==> config.mk <==
export PLATFORM = sky130hd
export DESIGN_NAME = instr_fetch_unit
export DESIGN_NICKNAME = d
export VERILOG_FILES = /design/src/rtl/instr_fetch_unit.sv
export SDC_FILE = /design/constraint.sdc
export NUM_CORES = 1
export LEC_CHECK = 0
export CAP_MARGIN = 20
export CORE_UTILIZATION = 53
export DETAILED_ROUTE_END_ITERATION = 10
export PLACE_DENSITY = 0.83
export SLEW_MARGIN = 25
export SYNTH_ARGS = -nofsm -noshare
export SYNTH_HDL_FRONTEND = slang
export SYNTH_SLANG_ARGS = --single-unit
==> constraint.sdc <==
create_clock -name clk -period 3.5 [get_ports clk]
set_input_delay 1.05 -clock clk [delete_from_list [all_inputs] [get_ports clk]]
set_output_delay 1.05 -clock clk [all_outputs]
set_load 0.01 [all_outputs]
==> src/rtl/instr_fetch_unit.sv <==
// Instruction prefetcher: reads bytes at a 4-bit PC from a 16x8 sync memory into a small FIFO for decode.
// One read in flight at a time (1+MEM_LATENCY cycles per byte); branch_valid flushes the FIFO and drops the in-flight read.
module instr_fetch_unit #(
    parameter int DEPTH       = 2,
    parameter int MEM_LATENCY = 1
) (
    input  logic       clk,
    input  logic       rst_n,
    input  logic       fetch_en,
    input  logic       branch_valid,
    input  logic [3:0] branch_addr,
    input  logic       instr_ready,
    output logic       instr_valid,
    output logic [7:0] instr_data,
    output logic [3:0] instr_pc,
    output logic [3:0] mem_addr,
    output logic       mem_enable,
    output logic       read_write,
    input  logic [7:0] mem_rdata
);
    localparam int PW = (DEPTH > 1) ? $clog2(DEPTH) : 1;
    localparam int CW = $clog2(DEPTH + 1);
    localparam int WW = (MEM_LATENCY > 1) ? $clog2(MEM_LATENCY) : 1;
    localparam logic [CW-1:0] DEPTH_C   = CW'(DEPTH);
    localparam logic [PW-1:0] LAST_C    = PW'(DEPTH - 1);
    localparam logic [WW-1:0] WAIT_INIT = WW'(MEM_LATENCY - 1);

    typedef enum logic [1:0] {IDLE, REQ, WAIT} state_t;

    state_t         state_q, state_d;
    logic [3:0]     pc_q, pc_d;
    logic [WW-1:0]  wait_q, wait_d;
    logic [CW-1:0]  count_q, count_d, count_next;
    logic [PW-1:0]  rd_ptr_q, rd_ptr_d, wr_ptr_q, wr_ptr_d;
    logic [7:0]     data_q [DEPTH];
    logic [3:0]     addr_q [DEPTH];
    logic           mem_enable_q, mem_enable_d;
    logic [3:0]     mem_addr_q;
    logic           push, pop, wr_en;

    function automatic logic [PW-1:0] ptr_inc(input logic [PW-1:0] p);
        return (p == LAST_C) ? '0 : p + PW'(1);
    endfunction

    always_comb begin
        pop          = (count_q != '0) && instr_ready;
        push         = (state_q == WAIT) && (wait_q == '0);
        count_next   = count_q + CW'(push) - CW'(pop);
        state_d      = state_q;
        pc_d         = pc_q;
        wait_d       = wait_q;
        count_d      = count_next;
        rd_ptr_d     = pop  ? ptr_inc(rd_ptr_q) : rd_ptr_q;
        wr_ptr_d     = push ? ptr_inc(wr_ptr_q) : wr_ptr_q;
        wr_en        = push;
        mem_enable_d = 1'b0;

        case (state_q)
            IDLE: begin
                if (fetch_en && (count_next < DEPTH_C)) state_d = REQ;
            end
            REQ: begin
                state_d = WAIT;
                wait_d  = WAIT_INIT;
            end
            WAIT: begin
                if (wait_q == '0) begin
                    pc_d    = pc_q + 4'd1;
                    state_d = (fetch_en && (count_next < DEPTH_C)) ? REQ : IDLE;
                end else begin
                    wait_d = wait_q - WW'(1);
                end
            end
            default: state_d = IDLE;
        endcase

        // Redirect overrides everything, including this edge's push and pop.
        if (branch_valid) begin
            state_d  = IDLE;
            pc_d     = branch_addr;
            wait_d   = '0;
            count_d  = '0;
            rd_ptr_d = '0;
            wr_ptr_d = '0;
            wr_en    = 1'b0;
        end

        mem_enable_d = (state_d == REQ);
    end

    always_ff @(posedge clk or negedge rst_n) begin
        if (!rst_n) begin
            state_q      <= IDLE;
            pc_q         <= '0;
            wait_q       <= '0;
            count_q      <= '0;
            rd_ptr_q     <= '0;
            wr_ptr_q     <= '0;
            mem_enable_q <= 1'b0;
            mem_addr_q   <= '0;
            for (int i = 0; i < DEPTH; i++) begin
                data_q[i] <= '0;
                addr_q[i] <= '0;
            end
        end else begin
            state_q      <= state_d;
            pc_q         <= pc_d;
            wait_q       <= wait_d;
            count_q      <= count_d;
            rd_ptr_q     <= rd_ptr_d;
            wr_ptr_q     <= wr_ptr_d;
            mem_enable_q <= mem_enable_d;
            mem_addr_q   <= pc_d;
            if (wr_en) begin
                data_q[wr_ptr_q] <= mem_rdata;
                addr_q[wr_ptr_q] <= pc_q;
            end
        end
    end

    assign instr_valid = (count_q != '0);
    assign instr_data  = data_q[rd_ptr_q];
    assign instr_pc    = addr_q[rd_ptr_q];
    assign mem_addr    = mem_addr_q;
    assign mem_enable  = mem_enable_q;
    assign read_write  = 1'b1;

endmodule

==> PnR_summary.wiki <==
=== Synthesis and place and route ===
{| class="wikitable"
! Metric !! Value
|-
| Result of the run || finished with violations
|-
| Violated checks || DRC
|-
| Mux cell area share || 0.2740
|-
| Number of cells on the worst reg-to-reg path || 7
|-
| Total vias in the final route || 1000
|-
| Die Y-Extent || 57.85 um
|-
| Setup-failing EPs final || 0
|-
| Pin slew with the least headroom to its limit || 0.6061 ns
|-
| Leak pwr || 0.0009182 uW
|-
| Clock buffer depth || 2
|-
| Chip area estimate from yosys synthesis || 0.001653 mm^2
|-
| Simple-Gate Fraction of Synth Area || 0.08100
|-
| Flops after synth || 35
|-
| Worst path slowest cell || sky130_fd_sc_hd__dfrtp_1
|-
| Worst ir drop on vdd || 0.3870 mV
|-
| Worst setup path end || instr_data[3]
|-
| Syn Std Cell Area || 0.001653 mm^2
|-
| Internal power summed over all cells || 990.2 uW
|-
| First-pass GRT wire length || 5.195 mm
|-
| Top FF cell, synth || sky130_fd_sc_hd__dfrtp_1
|-
| Ratio of final minimum period to clock period || 0.8518
|-
| Internal reg-to-reg setup slack || 1.68 ns
|-
| Worst R2R End || state_q[0]
|-
| Finished Cell Area || 0.002049 mm^2
|-
| Count of unresolved DRC violations after routing || 4
|-
| Delay-heaviest family, CP || flip-flops
|}
==> final cells by class <==
cell class                      count  area (um^2)
Tap cell                           31        38.79
Inverter                            2        7.507
Sequential cell                    35        875.8
Timing Repair Buffer               37        362.8
Clock buffer                        7        45.04
Multi-Input combinational cell     71        714.4
Fill cell                         208        803.3
Clock inverter                      1        5.005
==> state kept, by name (all words and copies together) (netlist names) <==
name	cells
count_q	2
mem_addr	4
state_q	2
rd_ptr_q	1
mem_enable	1
addr_q	8
wr_ptr_q	1
data_q	16
==> routing by layer <==
| metal | up-vias | wire length, um |
|---|---|---|
| met5 | - | 0 |
| met4 | 0 | 25 |
| met3 | 4 | 145 |
| met2 | 27 | 1451 |
| met1 | 499 | 1363 |
| li1 | 470 | - |
==> layout by cell type (no fill, tap or decap) <==
cell and n:
sky130_fd_sc_hd__dfrtp_1 35, sky130_fd_sc_hd__clkdlybuf4s50_1 34, sky130_fd_sc_hd__mux2_2 26, sky130_fd_sc_hd__mux2_4 10, sky130_fd_sc_hd__clkbuf_4 5, sky130_fd_sc_hd__o21ai_0 4
sky130_fd_sc_hd__xnor2_1 3, sky130_fd_sc_hd__nor2_1 3, sky130_fd_sc_hd__xor2_1 3, sky130_fd_sc_hd__nand2_1 3, sky130_fd_sc_hd__ha_1 3, sky130_fd_sc_hd__buf_4 3
sky130_fd_sc_hd__inv_1 2, sky130_fd_sc_hd__nor4b_1 2, sky130_fd_sc_hd__clkbuf_1 2, sky130_fd_sc_hd__nand2b_4 1, sky130_fd_sc_hd__o21a_1 1, sky130_fd_sc_hd__nor3b_1 1
sky130_fd_sc_hd__or2_2 1, sky130_fd_sc_hd__nor2b_1 1, sky130_fd_sc_hd__and2_1 1, sky130_fd_sc_hd__nor3b_4 1, sky130_fd_sc_hd__nor3_4 1, sky130_fd_sc_hd__nand3_1 1
sky130_fd_sc_hd__or3_1 1, sky130_fd_sc_hd__a31oi_1 1, sky130_fd_sc_hd__nand3b_1 1, sky130_fd_sc_hd__mux2i_1 1, sky130_fd_sc_hd__conb_1 1, sky130_fd_sc_hd__clkinv_2 1
==> metrics by stage <==
stage / hold WS [ns] / std cells
3_5_place_dp: 0.4945 / 176
3_3_place_gp: 0.4842 / 176
4_1_cts: 0.5173 / 184
2_1_floorplan: 0.4598 / 114
5_1_grt: 0.5369 / 184
6_report: 0.5114 / 184
==> worst min-delay path by stage <==
stage,from,to,slack [ns]
6_report,data_q[4],data_q[4],0.51
5_1_grt,data_q[14],data_q[14],0.54
4_1_cts,data_q[4],data_q[4],0.52
3_5_place_dp,data_q[4],data_q[4],0.49
3_3_place_gp,state_q[0],state_q[0],0.48
2_1_floorplan,state_q[0],mem_enable,0.46
==> worst reg2reg max path: stages, from the launching register on <==
cell and delay [ns]:
sky130_fd_sc_hd__dfrtp_1 0.44, sky130_fd_sc_hd__nand2b_4 0.22, sky130_fd_sc_hd__ha_1 0.31, sky130_fd_sc_hd__inv_1 0.04, sky130_fd_sc_hd__ha_1 0.18, sky130_fd_sc_hd__xnor2_1 0.17
sky130_fd_sc_hd__xnor2_1 0.13, sky130_fd_sc_hd__nor4b_1 0.24
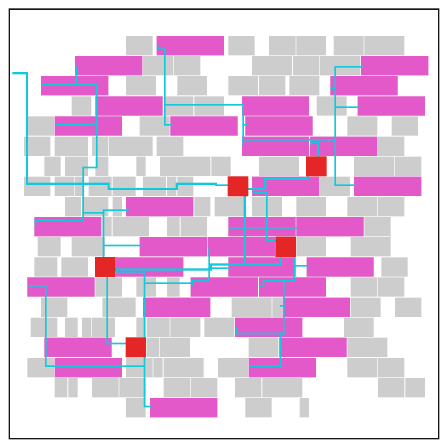
clock_wires.png
[flip-flops] magenta | count: 35
[clock wires] cyan | length: 367 um
[clock-net drivers] red | count: 5
routed clock nets: 6
Fin Clk Skew: 0.006743 ns
Clock Power: 200 uW
share of power burned in the clock network: 0.143

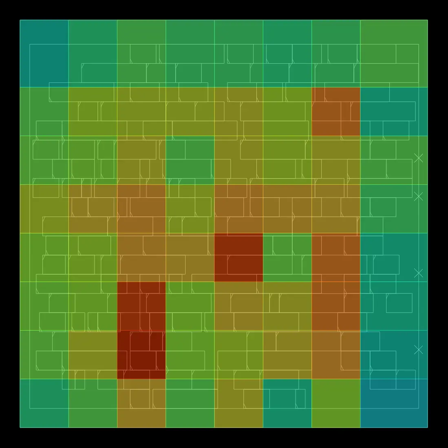
congestion_map.png
global router's overall resource usage: 0.2101
WL/cell: 16.22 um
GR peak layer: met2

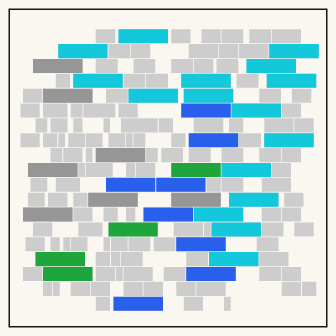
ff_map.png
Other sequential cells in the stronger gray, the rest of the logic in the fainter gray.
[mem_addr] green | flops: 4
[data_q] cyan | flops: 16
[addr_q] blue | flops: 8
not colored: 7

Power and IR drop assume default switching activity.
